==> config.mk <==
export PLATFORM = sky130hd
export DESIGN_NAME = mem_stage_flat
export DESIGN_NICKNAME = d
export VERILOG_FILES = /design/src/rtl/mem_stage_if.sv /design/src/rtl/mem_stage.sv /design/src/flat_wrapper.sv
export SDC_FILE = /design/constraint.sdc
export NUM_CORES = 1
export LEC_CHECK = 0
export CORE_AREA = 3 3 148 150
export DETAILED_ROUTE_END_ITERATION = 8
export DIE_AREA = 0 0 151 153
export GPL_ROUTABILITY_DRIVEN = 0
export PLACE_DENSITY_LB_ADDON = 0.25
export SYNTH_ARGS = -nofsm -noshare
export SYNTH_HDL_FRONTEND = slang
export SYNTH_SLANG_ARGS = --single-unit
==> constraint.sdc <==
create_clock -name clk -period 1.61 [get_ports clk]
set_input_delay 0.2415 -clock clk [delete_from_list [all_inputs] [get_ports clk]]
set_output_delay 0.2415 -clock clk [all_outputs]
set_load 0.03 [all_outputs]
==> src/rtl/mem_stage_if.sv <==
// Data-memory bus between the pipeline MEM stage and the data memory.
// The stage is the master; dmem_ack is a single-cycle completion pulse.
interface mem_stage_if;
    logic        dmem_req;
    logic        dmem_we;
    logic [31:0] dmem_addr;
    logic [31:0] dmem_wdata;
    logic [31:0] dmem_rdata;
    logic        dmem_ack;

    modport master (
        output dmem_req, dmem_we, dmem_addr, dmem_wdata,
        input  dmem_rdata, dmem_ack
    );

    modport slave (
        input  dmem_req, dmem_we, dmem_addr, dmem_wdata,
        output dmem_rdata, dmem_ack
    );
endinterface

==> src/rtl/mem_stage.sv <==
// Pipeline MEM stage: data-memory handshake with wait states, branch/jump resolution, MEM/WB register.
// Optional feature: define MEM_ALIGN_CHECK_EN to suppress misaligned word accesses and raise misalign_o.
module mem_stage (
    input  logic        clk,
    input  logic        rst,
    input  logic        MemtoReg_i,
    input  logic        RegWrite_i,
    input  logic        MemRead_i,
    input  logic        MemWrite_i,
    input  logic        branch_i,
    input  logic        bne_i,
    input  logic        ALUZero_in,
    input  logic        Jump_i,
    input  logic [31:0] IDAdder_in,
    input  logic [31:0] RD2_i,
    input  logic [31:0] ALU_i,
    input  logic [31:0] jumpaddr_i,
    input  logic [4:0]  rt_rd_i,
    mem_stage_if.master dmem,
    output logic        stall_o,
    output logic        PCSrc_o,
    output logic [31:0] branch_target_o,
    output logic        Jump_o,
    output logic [31:0] jumpaddr_o,
    output logic        flush_o,
    output logic        MemtoReg_o,
    output logic        RegWrite_o,
    output logic [31:0] ReadData_o,
    output logic [31:0] ALU_o,
    output logic [4:0]  rt_rd_o
`ifdef MEM_ALIGN_CHECK_EN
    ,
    output logic        misalign_o
`endif
);

    typedef enum logic [0:0] {
        IDLE = 1'b0,
        WAIT = 1'b1
    } state_t;

    state_t state_r;
    state_t next_state_s;

    logic misalign_s;
    logic mem_op_s;
    logic req_s;
    logic stall_s;
    logic rd_ack_s;

    function automatic logic word_misaligned(input logic [31:0] addr);
        return (addr[1:0] != 2'b00);
    endfunction

    // Classify the incoming instruction; misaligned ops are dropped only when the check is built in.
    always_comb begin
        misalign_s = 1'b0;
`ifdef MEM_ALIGN_CHECK_EN
        misalign_s = (MemRead_i | MemWrite_i) & word_misaligned(ALU_i);
`endif
        mem_op_s = (MemRead_i | MemWrite_i) & ~misalign_s;
    end

    // Access state register.
    always_ff @(posedge clk) begin
        if (rst) begin
            state_r <= IDLE;
        end else begin
            state_r <= next_state_s;
        end
    end

    // Next state and request; an ack in IDLE without an op is spurious and ignored.
    always_comb begin
        next_state_s = state_r;
        req_s        = 1'b0;
        case (state_r)
            IDLE: begin
                req_s = mem_op_s;
                if (mem_op_s && !dmem.dmem_ack) begin
                    next_state_s = WAIT;
                end else begin
                    next_state_s = IDLE;
                end
            end
            WAIT: begin
                req_s = 1'b1;
                if (dmem.dmem_ack) begin
                    next_state_s = IDLE;
                end else begin
                    next_state_s = WAIT;
                end
            end
            default: begin
                next_state_s = IDLE;
                req_s        = 1'b0;
            end
        endcase
    end

    // Bus drive and stall; write wins over read when both are flagged.
    always_comb begin
        stall_s  = req_s & ~dmem.dmem_ack;
        rd_ack_s = req_s & dmem.dmem_ack & MemRead_i & ~MemWrite_i;
    end

    assign dmem.dmem_req   = req_s;
    assign dmem.dmem_we    = req_s ? MemWrite_i : 1'b0;
    assign dmem.dmem_addr  = req_s ? ALU_i : 32'h0000_0000;
    assign dmem.dmem_wdata = req_s ? RD2_i : 32'h0000_0000;
    assign stall_o         = stall_s;

    // Control-flow resolution is purely combinational on the EX/MEM contents.
    assign PCSrc_o         = (branch_i & ALUZero_in) | (bne_i & ~ALUZero_in);
    assign branch_target_o = IDAdder_in;
    assign Jump_o          = Jump_i;
    assign jumpaddr_o      = jumpaddr_i;
    assign flush_o         = PCSrc_o | Jump_i;

    // MEM/WB register: capture when not stalled, otherwise insert a bubble holding the data fields.
    always_ff @(posedge clk) begin
        if (rst) begin
            MemtoReg_o <= 1'b0;
            RegWrite_o <= 1'b0;
            ReadData_o <= 32'h0000_0000;
            ALU_o      <= 32'h0000_0000;
            rt_rd_o    <= 5'd0;
        end else if (stall_s) begin
            MemtoReg_o <= 1'b0;
            RegWrite_o <= 1'b0;
            rt_rd_o    <= 5'd0;
        end else begin
            MemtoReg_o <= MemtoReg_i;
            RegWrite_o <= RegWrite_i & ~misalign_s;
            ALU_o      <= ALU_i;
            rt_rd_o    <= rt_rd_i;
            if (rd_ack_s) begin
                ReadData_o <= dmem.dmem_rdata;
            end
        end
    end

`ifdef MEM_ALIGN_CHECK_EN
    // One-cycle flag for a suppressed misaligned access.
    always_ff @(posedge clk) begin
        if (rst) begin
            misalign_o <= 1'b0;
        end else if (stall_s) begin
            misalign_o <= 1'b0;
        end else begin
            misalign_o <= misalign_s;
        end
    end
`endif

endmodule

==> src/flat_wrapper.sv <==
// flat-port wrapper written by rule: the top's interface ports become plain ports
module mem_stage_flat 
  (clk, rst, MemtoReg_i, RegWrite_i, MemRead_i, MemWrite_i, branch_i, bne_i, ALUZero_in, Jump_i, IDAdder_in, RD2_i, ALU_i, jumpaddr_i, rt_rd_i, stall_o, PCSrc_o, branch_target_o, Jump_o, jumpaddr_o, flush_o, MemtoReg_o, RegWrite_o, ReadData_o, ALU_o, rt_rd_o, dmem_dmem_req, dmem_dmem_we, dmem_dmem_addr, dmem_dmem_wdata, dmem_dmem_rdata, dmem_dmem_ack);
  mem_stage_if dmem_i ();
  input  logic clk;
  input  logic rst;
  input  logic MemtoReg_i;
  input  logic RegWrite_i;
  input  logic MemRead_i;
  input  logic MemWrite_i;
  input  logic branch_i;
  input  logic bne_i;
  input  logic ALUZero_in;
  input  logic Jump_i;
  input  logic [31:0] IDAdder_in;
  input  logic [31:0] RD2_i;
  input  logic [31:0] ALU_i;
  input  logic [31:0] jumpaddr_i;
  input  logic [4:0] rt_rd_i;
  output logic stall_o;
  output logic PCSrc_o;
  output logic [31:0] branch_target_o;
  output logic Jump_o;
  output logic [31:0] jumpaddr_o;
  output logic flush_o;
  output logic MemtoReg_o;
  output logic RegWrite_o;
  output logic [31:0] ReadData_o;
  output logic [31:0] ALU_o;
  output logic [4:0] rt_rd_o;
  output wire logic [$bits(dmem_i.dmem_req)-1:0] dmem_dmem_req;
  output wire logic [$bits(dmem_i.dmem_we)-1:0] dmem_dmem_we;
  output wire logic [$bits(dmem_i.dmem_addr)-1:0] dmem_dmem_addr;
  output wire logic [$bits(dmem_i.dmem_wdata)-1:0] dmem_dmem_wdata;
  input wire logic [$bits(dmem_i.dmem_rdata)-1:0] dmem_dmem_rdata;
  input wire logic [$bits(dmem_i.dmem_ack)-1:0] dmem_dmem_ack;
  assign dmem_dmem_req = dmem_i.dmem_req;
  assign dmem_dmem_we = dmem_i.dmem_we;
  assign dmem_dmem_addr = dmem_i.dmem_addr;
  assign dmem_dmem_wdata = dmem_i.dmem_wdata;
  assign dmem_i.dmem_rdata = dmem_dmem_rdata;
  assign dmem_i.dmem_ack = dmem_dmem_ack;
  mem_stage u_core (.clk(clk), .rst(rst), .MemtoReg_i(MemtoReg_i), .RegWrite_i(RegWrite_i), .MemRead_i(MemRead_i), .MemWrite_i(MemWrite_i), .branch_i(branch_i), .bne_i(bne_i), .ALUZero_in(ALUZero_in), .Jump_i(Jump_i), .IDAdder_in(IDAdder_in), .RD2_i(RD2_i), .ALU_i(ALU_i), .jumpaddr_i(jumpaddr_i), .rt_rd_i(rt_rd_i), .dmem(dmem_i), .stall_o(stall_o), .PCSrc_o(PCSrc_o), .branch_target_o(branch_target_o), .Jump_o(Jump_o), .jumpaddr_o(jumpaddr_o), .flush_o(flush_o), .MemtoReg_o(MemtoReg_o), .RegWrite_o(RegWrite_o), .ReadData_o(ReadData_o), .ALU_o(ALU_o), .rt_rd_o(rt_rd_o));
endmodule
Fig. 1: PDN straps and rails
Pins as bars on the die edge. Tap cells in gray.
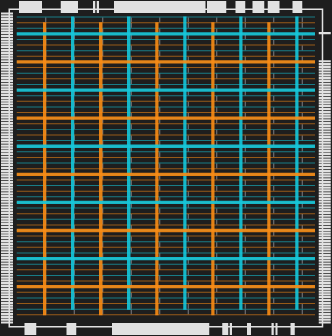
net	color
VDD	cyan
VSS	orange
met4 straps	10
met5 straps	10
signal pins	381
tap cells	275
maximum vdd drop: 0.000376 V
floorplan die height: 153 µm
width of the die: 151 µm

Fig. 2: cell classes on the final placement
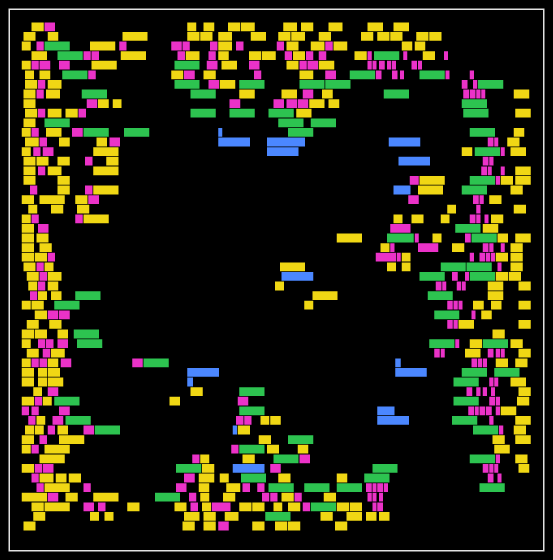
class	color	cells	share of their area
remaining logic cells	magenta	209	21%
clock drivers and dummy loads	blue	16	5.2%
registers	green	72	25%
remaining buffers and delay cells	yellow	265	49%
Core Region: 0.0208 mm²
post-route cell area: 0.00615 mm²
standard-cell rows: 53
post-layout util: 29.6%

Fig. 3: clock wires, drivers and flops
The bar under the picture is 50 µm long.
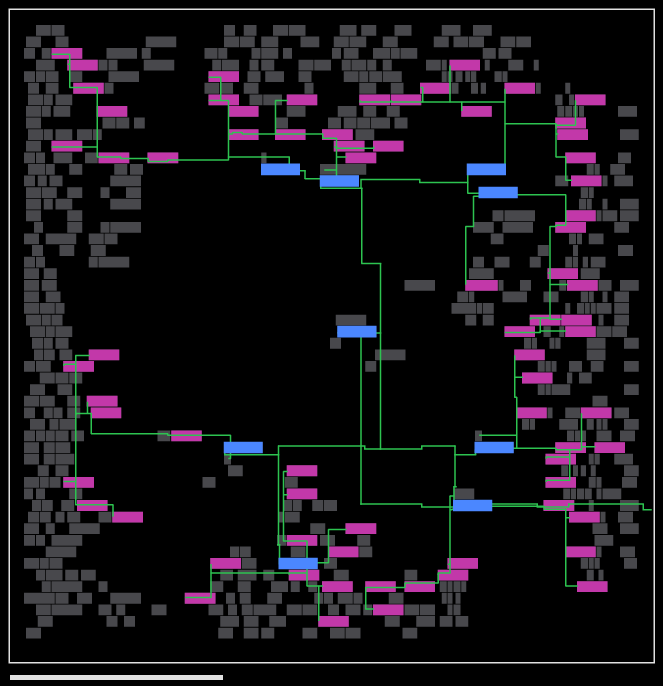
[clock wires] green | length: 1,140 µm
[flip-flops] magenta | count: 72
[clock-net drivers] blue | count: 9
routed clock nets	10
clock share of power: 37.0%
clock latency on the worst-skew pair: 0.33 ns
power of the clock network: 2.00 mW
Clock Skew: 0.00427 ns

==> Flow_metrics.wiki <==
=== Synthesis and place and route ===
{| class="wikitable"
! Metric !! Value
|-
| TNS Setup || -1.31 ns
|-
| Number of synthesized flops with an enable pin || 0
|-
| Signal buffers || about 270
|-
| Synthesis area per yosys || between 0.003 and 0.004 mm²
|-
| Failing checks || setup timing
|-
| Logic area || 0.00123 mm²
|-
| Synthesized Nets || 548
|-
| Status || finished, violations left
|-
| Share of the clock period used by the worst path after layout || 103%
|-
| Via count of the first global-routing pass || 3,276
|-
| Cell at the root of the clock tree || sky130_fd_sc_hd__clkbuf_16
|-
| Area fraction in and, or, nand and nor cells || between 20% and 30%
|-
| Area fraction in xor and xnor cells || 0%
|-
| Area delta synth->final || 89.1%
|-
| Endpoint, Worst Hold || u_core.ReadData_o[3]
|-
| Number of detailed-route iterations in the first pass || 4
|-
| Combined area of all synthesized cells || 0.00325 mm²
|-
| Storage element area || roughly 0.0014 mm²
|-
| Cells resized by post-CTS repair || 68
|-
| # nets final || 733
|-
| Finish-stage setup viols || between 50 and 60
|-
| Total placed cells including tap cells || roughly 820
|-
| Remaining DRCs || 0
|-
| Leakage dissipation || a little over 3 nW
|-
| Highest-count logic cell in the final layout || sky130_fd_sc_hd__clkdlybuf4s50_1
|-
| Non-clock inverter instance count of the final layout || 2
|-
| Flop pwr share || 35.4%
|-
| Worst Setup Path Type || reg -> out
|-
| Buffers inserted by post-CTS timing repair || 2
|-
| Post-synth top area cell || sky130_fd_sc_hd__dfxtp_1
|-
| Adder-cell share of the synthesized area || 0%
|-
| Cell repeated most along the worst path || sky130_fd_sc_hd__buf_12
|-
| Buffers & Inverters on Critical Path || 3
|-
| Biggest area contributors in the synthesized netlist || sky130_fd_sc_hd__dfxtp_1 (44%), sky130_fd_sc_hd__buf_4 (15%), sky130_fd_sc_hd__and2_1 (14%), sky130_fd_sc_hd__a22o_1 (8.6%), sky130_fd_sc_hd__nand2_1 (7.4%)
|-
| Dominant synthesized flop cell || sky130_fd_sc_hd__dfxtp_1
|-
| Starting Density || 15.6%
|-
| Post-route worst setup slack || -0.0416 ns
|}
Fig. 4: routed metal, one color a layer
The bar under the picture is 50 µm long.
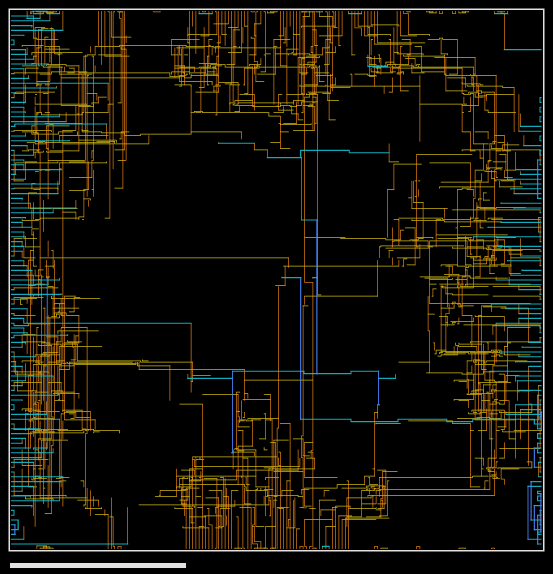
layer	color	wire length
M1	yellow	4,360 µm
M2	orange	5,790 µm
M3	cyan	1,380 µm
M4	blue	249 µm
WL final: 11.8 mm
average wire per standard cell: 14.1 µm
Total Routing Usage GR: 9.84%

Fig. 5: routing congestion
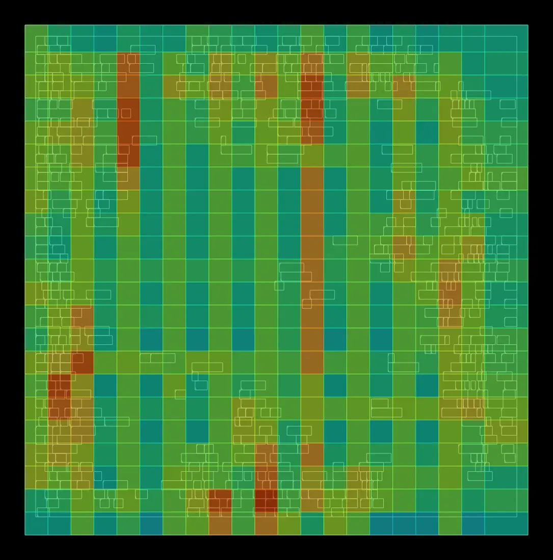
met3 Resource Use GR: 4.51%
GRT met1 Usage: 10.6%

Power figures rest on the tool's default switching activity, not on a simulated workload.
